Fig. 1: met3 routing
(4 px per um)
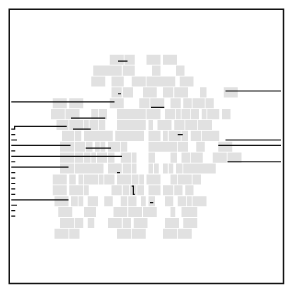
Fig. 2: I/O nets highlighted
(6 px per um)
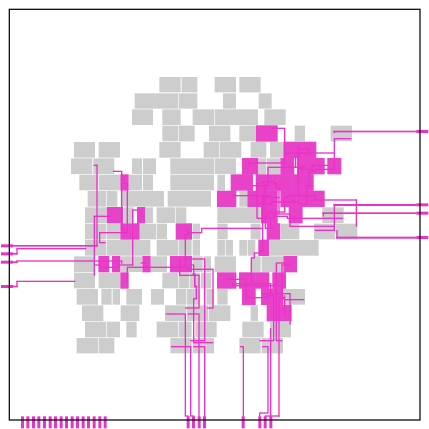
Fig. 3: signal metal coverage by tile
(6 px per um) 14 x 14 tiles, from dark blue (low) to red (high), scaled to the fullest tile. Values are wire area over tile area, all layers added.
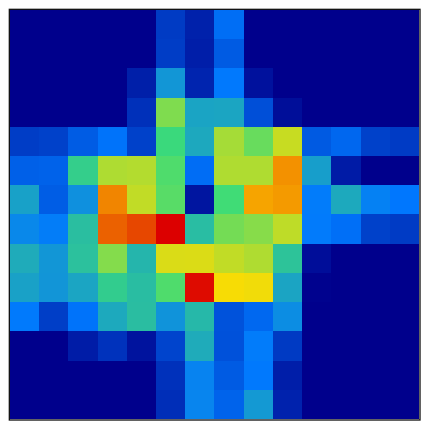
<file path="src/rtl/multicycle_controller_if.sv">
`default_nettype none
// +--------------------------------------------------------------------+
// | multicycle_controller_if                                           |
// | Control/status bundle between the core controller and datapath.    |
// | Rev 1.0                                                            |
// +--------------------------------------------------------------------+
interface multicycle_controller_if #(
  parameter int STATE_W = 4
);
  logic [31:0]        instr;
  logic [3:0]         alu_flags;
`ifdef MEM_HANDSHAKE_EN
  logic               mem_ready;
`endif
  logic               PCWrite;
  logic               AdrSrc;
  logic               MemWrite;
  logic               IRWrite;
  logic               RegWrite;
  logic               ALUSrcA;
  logic [1:0]         ALUSrcB;
  logic [1:0]         ResultSrc;
  logic [1:0]         ALUControl;
  logic [1:0]         ImmSrc;
  logic [1:0]         RegSrc;
  logic [STATE_W-1:0] state_dbg;

  modport master (
    input  instr, alu_flags,
`ifdef MEM_HANDSHAKE_EN
    input  mem_ready,
`endif
    output PCWrite, AdrSrc, MemWrite, IRWrite, RegWrite, ALUSrcA, ALUSrcB,
           ResultSrc, ALUControl, ImmSrc, RegSrc, state_dbg
  );

  modport slave (
    output instr, alu_flags,
`ifdef MEM_HANDSHAKE_EN
    output mem_ready,
`endif
    input  PCWrite, AdrSrc, MemWrite, IRWrite, RegWrite, ALUSrcA, ALUSrcB,
           ResultSrc, ALUControl, ImmSrc, RegSrc, state_dbg
  );
endinterface
`default_nettype wire

</file>
<file path="src/rtl/multicycle_controller.sv">
`default_nettype none
// +--------------------------------------------------------------------+
// | multicycle_controller                                              |
// | Fetch/decode/execute/mem/writeback FSM with NZCV flags and cond    |
// | evaluation. Define MEM_HANDSHAKE_EN for mem_ready wait states.     |
// | Rev 1.0                                                            |
// +--------------------------------------------------------------------+
module multicycle_controller #(
  parameter int STATE_W = 4
) (
  input  logic                    CLOCK_50,
  input  logic                    reset,
  multicycle_controller_if.master bus
);

  typedef enum logic [STATE_W-1:0] {
    FETCH    = STATE_W'(0),
    DECODE   = STATE_W'(1),
    MEMADR   = STATE_W'(2),
    MEMREAD  = STATE_W'(3),
    MEMWB    = STATE_W'(4),
    MEMWRITE = STATE_W'(5),
    EXECUTER = STATE_W'(6),
    EXECUTEI = STATE_W'(7),
    ALUWB    = STATE_W'(8),
    BRANCH   = STATE_W'(9),
    WAITMEM  = STATE_W'(10)
  } state_t;

  state_t     state_q, state_d;
  logic [3:0] flags_q;

  logic [1:0] op;
  logic       imm_bit;
  logic [3:0] cmd;
  logic       s_bit;
  logic [3:0] rd;
  logic [3:0] cond;
  logic       unused_bits;

  assign op          = bus.instr[27:26];
  assign imm_bit     = bus.instr[25];
  assign cmd         = bus.instr[24:21];
  assign s_bit       = bus.instr[20];
  assign rd          = bus.instr[15:12];
  assign cond        = bus.instr[31:28];
  assign unused_bits = ^{bus.instr[19:16], bus.instr[11:0]};

  logic flag_n, flag_z, flag_c, flag_v, cond_ex;
  assign {flag_n, flag_z, flag_c, flag_v} = flags_q;

  always_comb begin
    cond_ex = 1'b0;
    case (cond)
      4'h0: cond_ex = flag_z;
      4'h1: cond_ex = !flag_z;
      4'h2: cond_ex = flag_c;
      4'h3: cond_ex = !flag_c;
      4'h4: cond_ex = flag_n;
      4'h5: cond_ex = !flag_n;
      4'h6: cond_ex = flag_v;
      4'h7: cond_ex = !flag_v;
      4'h8: cond_ex = flag_c && !flag_z;
      4'h9: cond_ex = !flag_c || flag_z;
      4'hA: cond_ex = (flag_n == flag_v);
      4'hB: cond_ex = (flag_n != flag_v);
      4'hC: cond_ex = !flag_z && (flag_n == flag_v);
      4'hD: cond_ex = flag_z || (flag_n != flag_v);
      4'hE: cond_ex = 1'b1;
      default: cond_ex = 1'b0;
    endcase
  end

  // Unknown commands run as ADD but never write back.
  logic [1:0] cmd_alu;
  logic       cmd_valid, is_cmp, is_logic;

  always_comb begin
    cmd_alu   = 2'b00;
    cmd_valid = 1'b1;
    is_cmp    = 1'b0;
    is_logic  = 1'b0;
    case (cmd)
      4'b0100: cmd_alu = 2'b00;
      4'b0010: cmd_alu = 2'b01;
      4'b0000: begin cmd_alu = 2'b10; is_logic = 1'b1; end
      4'b1100: begin cmd_alu = 2'b11; is_logic = 1'b1; end
      4'b1010: begin cmd_alu = 2'b01; is_cmp = 1'b1; end
      default: cmd_valid = 1'b0;
    endcase
  end

  logic mem_ok;
`ifdef MEM_HANDSHAKE_EN
  assign mem_ok = bus.mem_ready;

  state_t ret_q;
  always_ff @(posedge CLOCK_50) begin
    if (reset) begin
      ret_q <= FETCH;
    end else if (state_q != WAITMEM) begin
      ret_q <= state_q;
    end
  end
`else
  assign mem_ok = 1'b1;
`endif

  logic load_flags;
  assign load_flags = ((state_q == EXECUTER) || (state_q == EXECUTEI)) &&
                      cond_ex && (s_bit || is_cmp);

  always_ff @(posedge CLOCK_50) begin
    if (reset) begin
      state_q <= FETCH;
      flags_q <= 4'b0000;
    end else begin
      state_q <= state_d;
      if (load_flags) begin
        if (is_logic) begin
          flags_q[3:2] <= bus.alu_flags[3:2];
        end else begin
          flags_q <= bus.alu_flags;
        end
      end
    end
  end

  always_comb begin
    state_d        = state_q;
    bus.PCWrite    = 1'b0;
    bus.AdrSrc     = 1'b0;
    bus.MemWrite   = 1'b0;
    bus.IRWrite    = 1'b0;
    bus.RegWrite   = 1'b0;
    bus.ALUSrcA    = 1'b0;
    bus.ALUSrcB    = 2'b00;
    bus.ResultSrc  = 2'b00;
    bus.ALUControl = 2'b00;
    bus.ImmSrc     = (op == 2'b01) ? 2'b01 : (op == 2'b10) ? 2'b10 : 2'b00;
    bus.RegSrc     = {(op == 2'b01) && !s_bit, op == 2'b10};

    case (state_q)
      FETCH: begin
        bus.IRWrite   = mem_ok;
        bus.PCWrite   = mem_ok;
        bus.ALUSrcA   = 1'b1;
        bus.ALUSrcB   = 2'b10;
        bus.ResultSrc = 2'b10;
        state_d       = mem_ok ? DECODE : WAITMEM;
      end
      DECODE: begin
        bus.ALUSrcA   = 1'b1;
        bus.ALUSrcB   = 2'b10;
        bus.ResultSrc = 2'b10;
        case (op)
          2'b00:   state_d = imm_bit ? EXECUTEI : EXECUTER;
          2'b01:   state_d = MEMADR;
          2'b10:   state_d = BRANCH;
          default: state_d = FETCH;
        endcase
      end
      MEMADR: begin
        bus.ALUSrcB = 2'b01;
        state_d     = s_bit ? MEMREAD : MEMWRITE;
      end
      MEMREAD: begin
        bus.AdrSrc = 1'b1;
        state_d    = mem_ok ? MEMWB : WAITMEM;
      end
      MEMWB: begin
        bus.ResultSrc = 2'b01;
        bus.RegWrite  = cond_ex;
        bus.PCWrite   = cond_ex && (rd == 4'hF);
        state_d       = FETCH;
      end
      MEMWRITE: begin
        bus.AdrSrc   = 1'b1;
        bus.MemWrite = cond_ex && mem_ok;
        state_d      = mem_ok ? FETCH : WAITMEM;
      end
      EXECUTER: begin
        bus.ALUControl = cmd_alu;
        state_d        = ALUWB;
      end
      EXECUTEI: begin
        bus.ALUSrcB    = 2'b01;
        bus.ALUControl = cmd_alu;
        state_d        = ALUWB;
      end
      ALUWB: begin
        bus.RegWrite = cond_ex && cmd_valid && !is_cmp;
        bus.PCWrite  = cond_ex && (rd == 4'hF);
        state_d      = FETCH;
      end
      BRANCH: begin
        bus.ALUSrcB   = 2'b01;
        bus.ImmSrc    = 2'b10;
        bus.ResultSrc = 2'b10;
        bus.PCWrite   = cond_ex;
        state_d       = FETCH;
      end
`ifdef MEM_HANDSHAKE_EN
      WAITMEM: begin
        bus.AdrSrc = (ret_q == MEMREAD) || (ret_q == MEMWRITE);
        state_d    = mem_ok ? ret_q : WAITMEM;
      end
`endif
      default: state_d = FETCH;
    endcase

    // Reset blocks every write and parks the selects at their fetch values.
    if (reset) begin
      bus.PCWrite    = 1'b0;
      bus.MemWrite   = 1'b0;
      bus.IRWrite    = 1'b0;
      bus.RegWrite   = 1'b0;
      bus.AdrSrc     = 1'b0;
      bus.ALUSrcA    = 1'b1;
      bus.ALUSrcB    = 2'b10;
      bus.ResultSrc  = 2'b10;
      bus.ALUControl = 2'b00;
    end
  end

  assign bus.state_dbg = state_q;

endmodule
`default_nettype wire

</file>
<file path="src/flat_wrapper.sv">
// flat-port wrapper written by rule: the top's interface ports become plain ports
module multicycle_controller_flat 
#(
  parameter int STATE_W = 4
)
  (CLOCK_50, reset, bus_instr, bus_alu_flags, bus_PCWrite, bus_AdrSrc, bus_MemWrite, bus_IRWrite, bus_RegWrite, bus_ALUSrcA, bus_ALUSrcB, bus_ResultSrc, bus_ALUControl, bus_ImmSrc, bus_RegSrc, bus_state_dbg);
  multicycle_controller_if #(.STATE_W(STATE_W)) bus_i ();
  input  logic CLOCK_50;
  input  logic reset;
  input wire logic [$bits(bus_i.instr)-1:0] bus_instr;
  input wire logic [$bits(bus_i.alu_flags)-1:0] bus_alu_flags;
  output wire logic [$bits(bus_i.PCWrite)-1:0] bus_PCWrite;
  output wire logic [$bits(bus_i.AdrSrc)-1:0] bus_AdrSrc;
  output wire logic [$bits(bus_i.MemWrite)-1:0] bus_MemWrite;
  output wire logic [$bits(bus_i.IRWrite)-1:0] bus_IRWrite;
  output wire logic [$bits(bus_i.RegWrite)-1:0] bus_RegWrite;
  output wire logic [$bits(bus_i.ALUSrcA)-1:0] bus_ALUSrcA;
  output wire logic [$bits(bus_i.ALUSrcB)-1:0] bus_ALUSrcB;
  output wire logic [$bits(bus_i.ResultSrc)-1:0] bus_ResultSrc;
  output wire logic [$bits(bus_i.ALUControl)-1:0] bus_ALUControl;
  output wire logic [$bits(bus_i.ImmSrc)-1:0] bus_ImmSrc;
  output wire logic [$bits(bus_i.RegSrc)-1:0] bus_RegSrc;
  output wire logic [$bits(bus_i.state_dbg)-1:0] bus_state_dbg;
  assign bus_i.instr = bus_instr;
  assign bus_i.alu_flags = bus_alu_flags;
  assign bus_PCWrite = bus_i.PCWrite;
  assign bus_AdrSrc = bus_i.AdrSrc;
  assign bus_MemWrite = bus_i.MemWrite;
  assign bus_IRWrite = bus_i.IRWrite;
  assign bus_RegWrite = bus_i.RegWrite;
  assign bus_ALUSrcA = bus_i.ALUSrcA;
  assign bus_ALUSrcB = bus_i.ALUSrcB;
  assign bus_ResultSrc = bus_i.ResultSrc;
  assign bus_ALUControl = bus_i.ALUControl;
  assign bus_ImmSrc = bus_i.ImmSrc;
  assign bus_RegSrc = bus_i.RegSrc;
  assign bus_state_dbg = bus_i.state_dbg;
  multicycle_controller #(.STATE_W(STATE_W)) u_core (.CLOCK_50(CLOCK_50), .reset(reset), .bus(bus_i));
endmodule
</file>
<file path="config.mk">
export PLATFORM = sky130hd
export DESIGN_NAME = multicycle_controller_flat
export DESIGN_NICKNAME = d
export VERILOG_FILES = /design/src/rtl/multicycle_controller_if.sv /design/src/rtl/multicycle_controller.sv /design/src/flat_wrapper.sv
export SDC_FILE = /design/constraint.sdc
export NUM_CORES = 1
export LEC_CHECK = 0
export CORE_MARGIN = 10
export CORE_UTILIZATION = 39
export DETAILED_ROUTE_END_ITERATION = 10
export MAX_ROUTING_LAYER = met4
export PLACE_DENSITY = 0.85
export RECOVER_POWER = 100
export SLEW_MARGIN = 20
export SYNTH_ARGS = -nofsm -noshare
export SYNTH_HDL_FRONTEND = slang
export SYNTH_SLANG_ARGS = --single-unit
</file>
<file path="constraint.sdc">
create_clock -name CLOCK_50 -period 4.28 [get_ports CLOCK_50]
set_input_delay 0.428 -clock CLOCK_50 [delete_from_list [all_inputs] [get_ports CLOCK_50]]
set_output_delay 0.428 -clock CLOCK_50 [all_outputs]
set_load 0.01 [all_outputs]
</file>
==> COMMIT_EDITMSG <==
Update PnR metrics after Yosys + OpenROAD run

- Routed signal wires occupy layers up through met4.
* Tightest Pin Transition: about 540 ps
* TritonCTS sink count: 8
* Synth-to-Final Area Change: 44.8%
- Synth top cell by count: nor2_1
* Async S/R FF share, synth: 0%
- OpenROAD emitted warnings numbering about 42.
* Final Hold Violation Tally: 0
* Placement Rows: 17
- Portion of the layout cell area used by clock cells: under 10%
* Setup repair after global routing missed its margin: false
* Worst hold path class: reg2reg
- Measured on the finished design, the core utilization comes to 59.3%.
- Worst Path Max Fanout: 9
* Fill cell count: approximately 210
- Cell repeated most along the worst path: dlygate4sd3_1
* Overall Power: about 0.23 mW
- Entering global routing, the biggest net connects 18 pins.
- In this run, power in flip-flops and latches comes to 0.0852 mW.
- Post-detailed-placement half-perimeter wirelength: between 2 and 2.5 mm
- Tally of yosys warning messages: 0
- Outcome: finished clean
- Capturing point of the worst reg2reg path: u_core.flags_q[3]
- Cell total in the yosys stat output: 120
- The synthesized design contains 0 enable-type register cells.
- Post-Place Cell Area: around 1300 um^2
- Per report_power, the clock group accounts for between 20% and 30% of the total.
- In the final layout, multi-input gates take up 51.0% of the cell area.
* Clock buffer depth: 2
* Number of vias per cell: 5.58
- Pre-placement core utilization: approximately two fifths
- Pwr/cell area: 177 nW/um^2
- Number of different library cells in the post-synthesis netlist: 39
- In the post-route analysis, the smallest setup slack over all paths is 929 ps.
* CP peak stage delay: 720 ps
- Core Region: approximately 2200 um^2
- Number of nets at floorplan: about 160
- At the later pin of the worst-skew pair, clock insertion delay measures between 200 and 300 ps.
- The power report attributes to the combinational group a share of 37.4%.
* Number of logic gates: 101
- Average cell area after synthesis: ~7.5 um^2
* Area leader share: 17.7%
- Terminating pin of the worst hold path: u_core.flags_q[1]
- The most critical hold endpoint after final layout shows a slack of between 500 and 600 ps.
* Total congestion overflow: 0
* Endpoint kind of the worst setup timing path: primary output
* Chain of cells forming the critical path: dlygate4sd3_1, nor3b_1, a41o_1, a211oi_1, o32ai_1, a21oi_1, o21bai_1, dlygate4sd3_1
- Top cells by count, synth: 10 x nor2_1, 9 x nand2b_1, 8 x a21oi_1, 8 x dfxtp_1, 8 x nand2_1
- On the critical path the data arrives at 2920 ps.
- Number of remaining DRC errors: 0
* Main flop type: dfxtp_1
* Cell total after placement: between 150 and 200
- Horizontal die dimension: 68.2 um
- Buffers outside the clock class: just over 40
- Worst setup path start: bus_instr[30]
- Met3 layer wire length in the routed design: 202 um
* Required time of the critical path: between 3000 and 4000 ps
* Max Slew Vio Count: 0
- In the final layout, flip-flops and latches take up about an eighth of the cell area.
- Achievable frequency: 298 MHz
* Final net count: ~200
* Clock root buffer: clkbuf_4
* Logic area: 668 um^2
- GR Util met2: between 20% and 30%
Back to the opening pictures, Fig. 1:
longest straight run	27.4 um
nets with wire on the layer	29
wire length on this layer	202 um
met3 Resource Use GR: 4.57%
via total after detailed routing: 1032
final routed wirelength across all metal layers: 2.82 mm

Back to the opening pictures, Fig. 2:
port	colour	direction	edge	end cells	buffers	wire
bus_instr	magenta	input	24 bottom, 4 left, 4 right	41	16	688 um
number of top-level design ports: 58
number of buffers added on ports: 41

Back to the opening pictures, Fig. 3:
tiles over half the peak	16%
nearly empty tiles	39%
emptiest ninth of the die	lower right
fullest tile	0.45
mean over tiles	0.098
densest ninth of the die	centre
detail-routed net length per standard cell: 15.2 um
aggregate global-route resource usage: 12.4%

## cells in the final DEF (no fill, tap or decap), drive strengths merged, types with 4 or more instances in the layout
cell           Yosys  final
nand2b             9      9
nor2              10     10
clkdlybuf4s50      0     19
nand3b             5      5
dfxtp              8      8
nand2              8      8
o21ai              8      8
inv                4      4
mux2i              6      6
a21oi              8      8
or2b               7      7
dlygate4sd3        0     22
nor2b              7      7
## kinds of logic (layout without fill, tap and decap cells)
group | Yosys count | count (layout) | synth area share (%)
simple gates | 60 | 60 | 38.1
compound gates | 32 | 32 | 27.2
buf+inv | 11 | 48 | 7.18
flops | 8 | 8 | 17.7
mux | 7 | 7 | 7.87
xor+xnor | 2 | 2 | 1.93
## critical path, delay by kind of cell
family          cells  cell delay, ps
simple gates        1             100
compound gates      5            1070
buf+inv             2            1330
No activity file was given, so power comes from the tool's default toggle rates.
